## src/rtl/fc_logits_accum_if.sv

```systemverilog
// Stream, weight-memory and logit-vector signals of the output-layer accumulator.
// The slave side is the accumulator; the master side feeds features, weights and bias.
interface fc_logits_accum_if #(
  parameter int unsigned DATA_W = 32,
  parameter int unsigned IN_W   = 8,
  parameter int unsigned WT_W   = 8,
  parameter int unsigned IN_LEN = 64,
  parameter int unsigned DIM    = 10
) ();

  localparam int unsigned AddrW = (IN_LEN > 1) ? $clog2(IN_LEN) : 1;

  logic                          in_valid;
  logic                          in_ready;
  logic [IN_W-1:0]               in_data;
  logic [AddrW-1:0]              w_addr;
  logic [DIM-1:0][WT_W-1:0]      w_data;
  logic [DIM-1:0][DATA_W-1:0]    bias;
  logic [DIM-1:0][DATA_W-1:0]    logits;
  logic                          out_valid;
  logic                          out_ready;

  modport master (
    output in_valid,
    output in_data,
    output w_data,
    output bias,
    output out_ready,
    input  in_ready,
    input  w_addr,
    input  logits,
    input  out_valid
  );

  modport slave (
    input  in_valid,
    input  in_data,
    input  w_data,
    input  bias,
    input  out_ready,
    output in_ready,
    output w_addr,
    output logits,
    output out_valid
  );

endinterface

```

## src/rtl/fc_logits_accum.sv

```systemverilog
// Output-layer MAC: one signed feature per beat against a weight column, DIM saturating
// accumulators seeded from bias, result held under a valid/ready handshake.
module fc_logits_accum #(
  parameter int unsigned DATA_W = 32,
  parameter int unsigned IN_W   = 8,
  parameter int unsigned WT_W   = 8,
  parameter int unsigned IN_LEN = 64,
  parameter int unsigned DIM    = 10
) (
  input  logic             clk,
  input  logic             rst_n,
  fc_logits_accum_if.slave bus
);

  localparam int unsigned CntW = $clog2(IN_LEN);
  localparam int unsigned PW   = IN_W + WT_W;
  localparam logic [CntW-1:0] LastCnt = CntW'(IN_LEN - 1);

  if (DATA_W < IN_W + WT_W) begin : gen_width_check
    $error("fc_logits_accum: DATA_W must be at least IN_W+WT_W");
  end
  if (IN_LEN < 2) begin : gen_len_check
    $error("fc_logits_accum: IN_LEN must be at least 2");
  end

  typedef enum logic [1:0] {StAccum, StDrain, StHold} state_e;

  state_e                     state_q, state_d;
  logic [CntW-1:0]            cnt_q, cnt_d;
  logic                       s1_valid_q, s1_valid_d;
  logic                       s1_first_q, s1_first_d;
  logic [IN_W-1:0]            s1_x_q, s1_x_d;
  logic [DIM-1:0][DATA_W-1:0] acc_q, acc_d;
  logic                       accept;

  // Full-precision signed product, added at DATA_W+1 bits and clamped to the DATA_W range.
  function automatic logic [DATA_W-1:0] mac_sat(input logic [DATA_W-1:0] base,
                                                input logic [IN_W-1:0]   x,
                                                input logic [WT_W-1:0]   w);
    logic [PW-1:0]   x_ext;
    logic [PW-1:0]   w_ext;
    logic [PW-1:0]   prod;
    logic [DATA_W:0] sum;
    x_ext = {{WT_W{x[IN_W-1]}}, x};
    w_ext = {{IN_W{w[WT_W-1]}}, w};
    prod  = x_ext * w_ext;
    sum   = {base[DATA_W-1], base} + {{(DATA_W + 1 - PW){prod[PW-1]}}, prod};
    if (sum[DATA_W] != sum[DATA_W-1]) begin
      mac_sat = sum[DATA_W] ? {1'b1, {(DATA_W - 1){1'b0}}} : {1'b0, {(DATA_W - 1){1'b1}}};
    end else begin
      mac_sat = sum[DATA_W-1:0];
    end
  endfunction

  always_comb begin
    state_d       = state_q;
    bus.in_ready  = 1'b0;
    bus.out_valid = 1'b0;
    accept        = 1'b0;
    case (state_q)
      StAccum: begin
        bus.in_ready = 1'b1;
        accept       = bus.in_valid;
        if (accept && (cnt_q == LastCnt)) begin
          state_d = StDrain;
        end
      end
      StDrain: begin
        state_d = StHold;
      end
      StHold: begin
        bus.out_valid = 1'b1;
        if (bus.out_ready) begin
          state_d = StAccum;
        end
      end
      default: begin
        state_d = StAccum;
      end
    endcase
  end

  always_comb begin
    cnt_d      = cnt_q;
    s1_valid_d = accept;
    s1_first_d = s1_first_q;
    s1_x_d     = s1_x_q;
    acc_d      = acc_q;
    if (accept) begin
      cnt_d      = (cnt_q == LastCnt) ? '0 : cnt_q + 1'b1;
      s1_first_d = (cnt_q == '0);
      s1_x_d     = bus.in_data;
    end
    // w_data already holds the column addressed when this beat was accepted.
    if (s1_valid_q) begin
      for (int j = 0; j < int'(DIM); j++) begin
        acc_d[j] = mac_sat(s1_first_q ? bus.bias[j] : acc_q[j], s1_x_q, bus.w_data[j]);
      end
    end
  end

  always_ff @(posedge clk or negedge rst_n) begin
    if (!rst_n) begin
      state_q    <= StAccum;
      cnt_q      <= '0;
      s1_valid_q <= 1'b0;
      s1_first_q <= 1'b0;
      s1_x_q     <= '0;
      acc_q      <= '0;
    end else begin
      state_q    <= state_d;
      cnt_q      <= cnt_d;
      s1_valid_q <= s1_valid_d;
      s1_first_q <= s1_first_d;
      s1_x_q     <= s1_x_d;
      acc_q      <= acc_d;
    end
  end

  assign bus.w_addr = cnt_q;
  assign bus.logits = acc_q;

endmodule

```

## src/flat_wrapper.sv

```systemverilog
// flat-port wrapper written by rule: the top's interface ports become plain ports
module fc_logits_accum_flat 
#(
  parameter int unsigned DATA_W = 32,
  parameter int unsigned IN_W   = 8,
  parameter int unsigned WT_W   = 8,
  parameter int unsigned IN_LEN = 64,
  parameter int unsigned DIM    = 10
)
  (clk, rst_n, bus_in_valid, bus_in_data, bus_w_data, bus_bias, bus_out_ready, bus_in_ready, bus_w_addr, bus_logits, bus_out_valid);
  fc_logits_accum_if #(.DATA_W(DATA_W), .IN_W(IN_W), .WT_W(WT_W), .IN_LEN(IN_LEN), .DIM(DIM)) bus_i ();
  input  logic clk;
  input  logic rst_n;
  input wire logic [$bits(bus_i.in_valid)-1:0] bus_in_valid;
  input wire logic [$bits(bus_i.in_data)-1:0] bus_in_data;
  input wire logic [$bits(bus_i.w_data)-1:0] bus_w_data;
  input wire logic [$bits(bus_i.bias)-1:0] bus_bias;
  input wire logic [$bits(bus_i.out_ready)-1:0] bus_out_ready;
  output wire logic [$bits(bus_i.in_ready)-1:0] bus_in_ready;
  output wire logic [$bits(bus_i.w_addr)-1:0] bus_w_addr;
  output wire logic [$bits(bus_i.logits)-1:0] bus_logits;
  output wire logic [$bits(bus_i.out_valid)-1:0] bus_out_valid;
  assign bus_i.in_valid = bus_in_valid;
  assign bus_i.in_data = bus_in_data;
  assign bus_i.w_data = bus_w_data;
  assign bus_i.bias = bus_bias;
  assign bus_i.out_ready = bus_out_ready;
  assign bus_in_ready = bus_i.in_ready;
  assign bus_w_addr = bus_i.w_addr;
  assign bus_logits = bus_i.logits;
  assign bus_out_valid = bus_i.out_valid;
  fc_logits_accum #(.DATA_W(DATA_W), .IN_W(IN_W), .WT_W(WT_W), .IN_LEN(IN_LEN), .DIM(DIM)) u_core (.clk(clk), .rst_n(rst_n), .bus(bus_i));
endmodule
```

## config.mk

```make
export PLATFORM = sky130hd
export DESIGN_NAME = fc_logits_accum_flat
export DESIGN_NICKNAME = d
export VERILOG_FILES = /design/src/rtl/fc_logits_accum_if.sv /design/src/rtl/fc_logits_accum.sv /design/src/flat_wrapper.sv
export SDC_FILE = /design/constraint.sdc
export NUM_CORES = 2
export LEC_CHECK = 0
export CAP_MARGIN = 25
export CORE_ASPECT_RATIO = 2
export CORE_MARGIN = 8
export CORE_UTILIZATION = 35
export DETAILED_ROUTE_END_ITERATION = 8
export PLACE_DENSITY = 0.57
export SYNTH_ARGS = -nofsm -noshare
export SYNTH_HDL_FRONTEND = slang
export SYNTH_SLANG_ARGS = --single-unit
```

## constraint.sdc

```tcl
create_clock -name clk -period 16.9 [get_ports clk]
set_clock_uncertainty 0.2 [all_clocks]
set_input_delay 3.38 -clock clk [delete_from_list [all_inputs] [get_ports clk]]
set_output_delay 3.38 -clock clk [all_outputs]
set_load 0.005 [all_outputs]
```

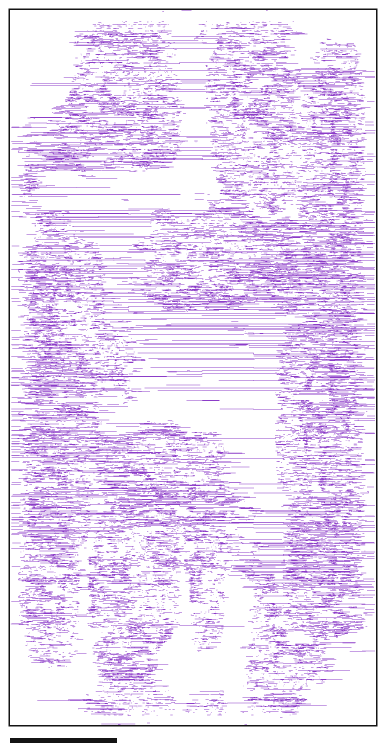
Fig. 1. Met1 routing.
Bar = 100 um.
longest straight run: 177 um
share of all routed wire: 37%

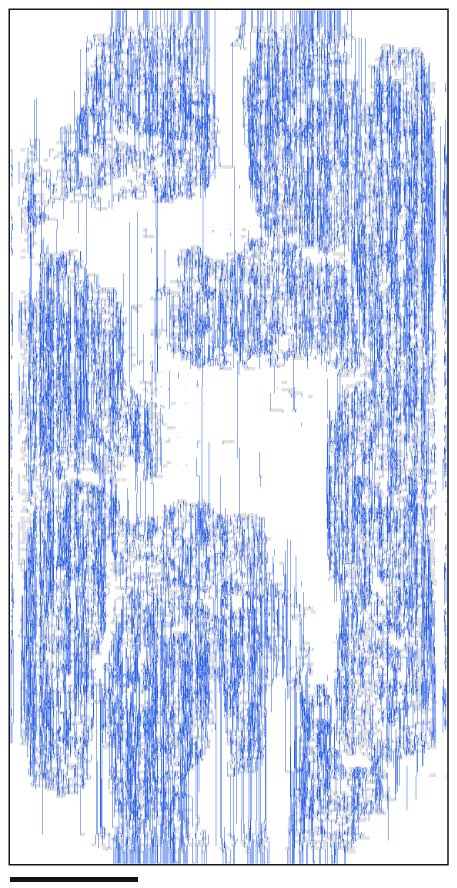
Fig. 2. Met2 routing.
Bar = 100 um. Cells faint in the background.
wire length on this layer: 133 mm
longest straight run: 163 um
nets with wire on the layer: 9376
share of all routed wire: 52%
main direction: vertical
met2 usage: 0.408
Vias: 56800
Detailed Route WL: 256000 um

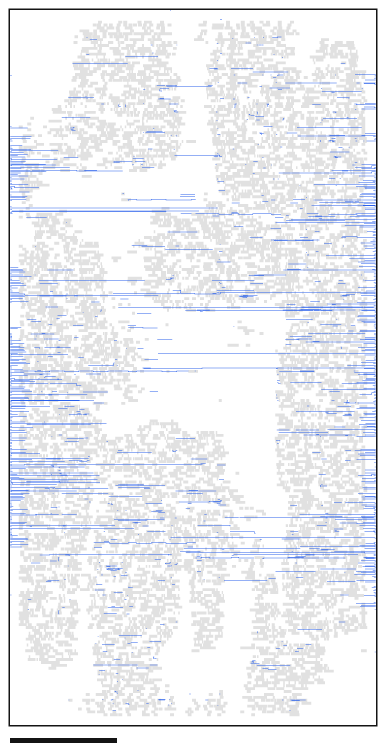
Fig. 3. Metal 3.
Bar = 100 um. Cells faint in the background.
longest straight run: 238 um
main direction: horizontal
wire length on this layer: 14800 um
met3 capacity usage during global routing: 0.0398

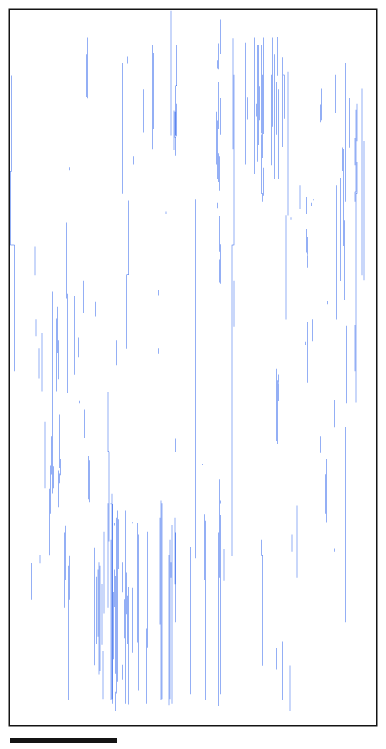
Fig. 4. Metal 4.
Bar = 100 um.
nets with wire on the layer: 156
share of all routed wire: 5.1%
main direction: vertical
wire length on this layer: 13000 um

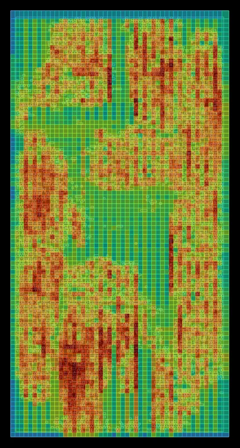
Fig. 5. Routing congestion map.
Global Route met1 Usage: 0.253
Layout Utilization: 0.410
GRT Util Overall: 0.223

==> impl_metrics.csv <==
group,metric,value,unit
run_status,status,"complete, no violations",
placement,gp_congestion,0.910,
layout,final_cell_mix,"fa_1, inv_1, clkdlybuf4s50_1",
floorplanning,core_area,0.212,mm^2
flow_run,warnings,55,
cts,post_cts.repair.setup_buffers,0,
critical_path,critPathArrivalTime,11.17,ns
cts,hold_buffers,0,
cts,clk_latency,0.70,ns
placement,placement.io_buffers,739,
layout,largest_reg_flops,320,
layout,largest_cell_class,"logic gates",
routing,ant_nets,0,
cts,root_buffer,"clkbuf_16",
cts,clock_path_buffers,3,
final_timing,hold_ws,0.313,ns
critical_path,r2r_cells,23,
routing,first_iter_violations,2469,
final_timing,setup_viol,0,
layout,clock_area_frac,0.0183,
routing,met1Wirelength,95500,um
final_timing,min_period,10.81,ns
synth,yosysWarnings,0,
flow_run,cap_violations,0,
layout,register_area,0.00850,mm^2
synth,postSynthAreaPerCell,10.0,um^2
routing,route.met3.wl,14800,um
floorplanning,row_count,239,
critical_path,rr_startpoint,"u_core.s1_first_q",
synth,syn_inst,7426,
final_timing,worst_slack,6.09,ns
layout,comb_cells,5549,
critical_path,path_class,"input port to flip-flop",
cts,cts_tree,"done",
cts,cts-resized-gates,0,
critical_path,crit_path_start,"bus_w_data[34]",
synth,netlist_top_cells_count,"fa_1, inv_1, ha_1",
synth,ys_chip_area,0.0744,mm^2
critical_path,worstPathMaxFanout,48,
cts,cts_sinks,338,
## critical path, cell delays in order
cell and delay [ns]:
clkdlybuf4s50_1 0.70, nand2_1 0.23, fa_1 0.68, fa_1 0.61
inv_1 0.66, fa_1 0.57, fa_1 0.46, ha_1 0.29
ha_1 0.37, a21o_1 0.16, a21o_1 0.12, a21oi_1 0.08
nor2_1 0.14, a221oi_2 0.07, a2111oi_0 0.92, or3b_1 0.25
nand2_2 0.53, maj3_1 0.59, mux2_2 0.26
## kinds of logic after synthesis
family,after synthesis,synth area share
buf+inv,1539,0.0783
xor+xnor,291,0.0346
simple gates,1267,0.0842
fa+ha+maj,2203,0.509
compound gates,1374,0.122
mux,414,0.0584
flops,338,0.114
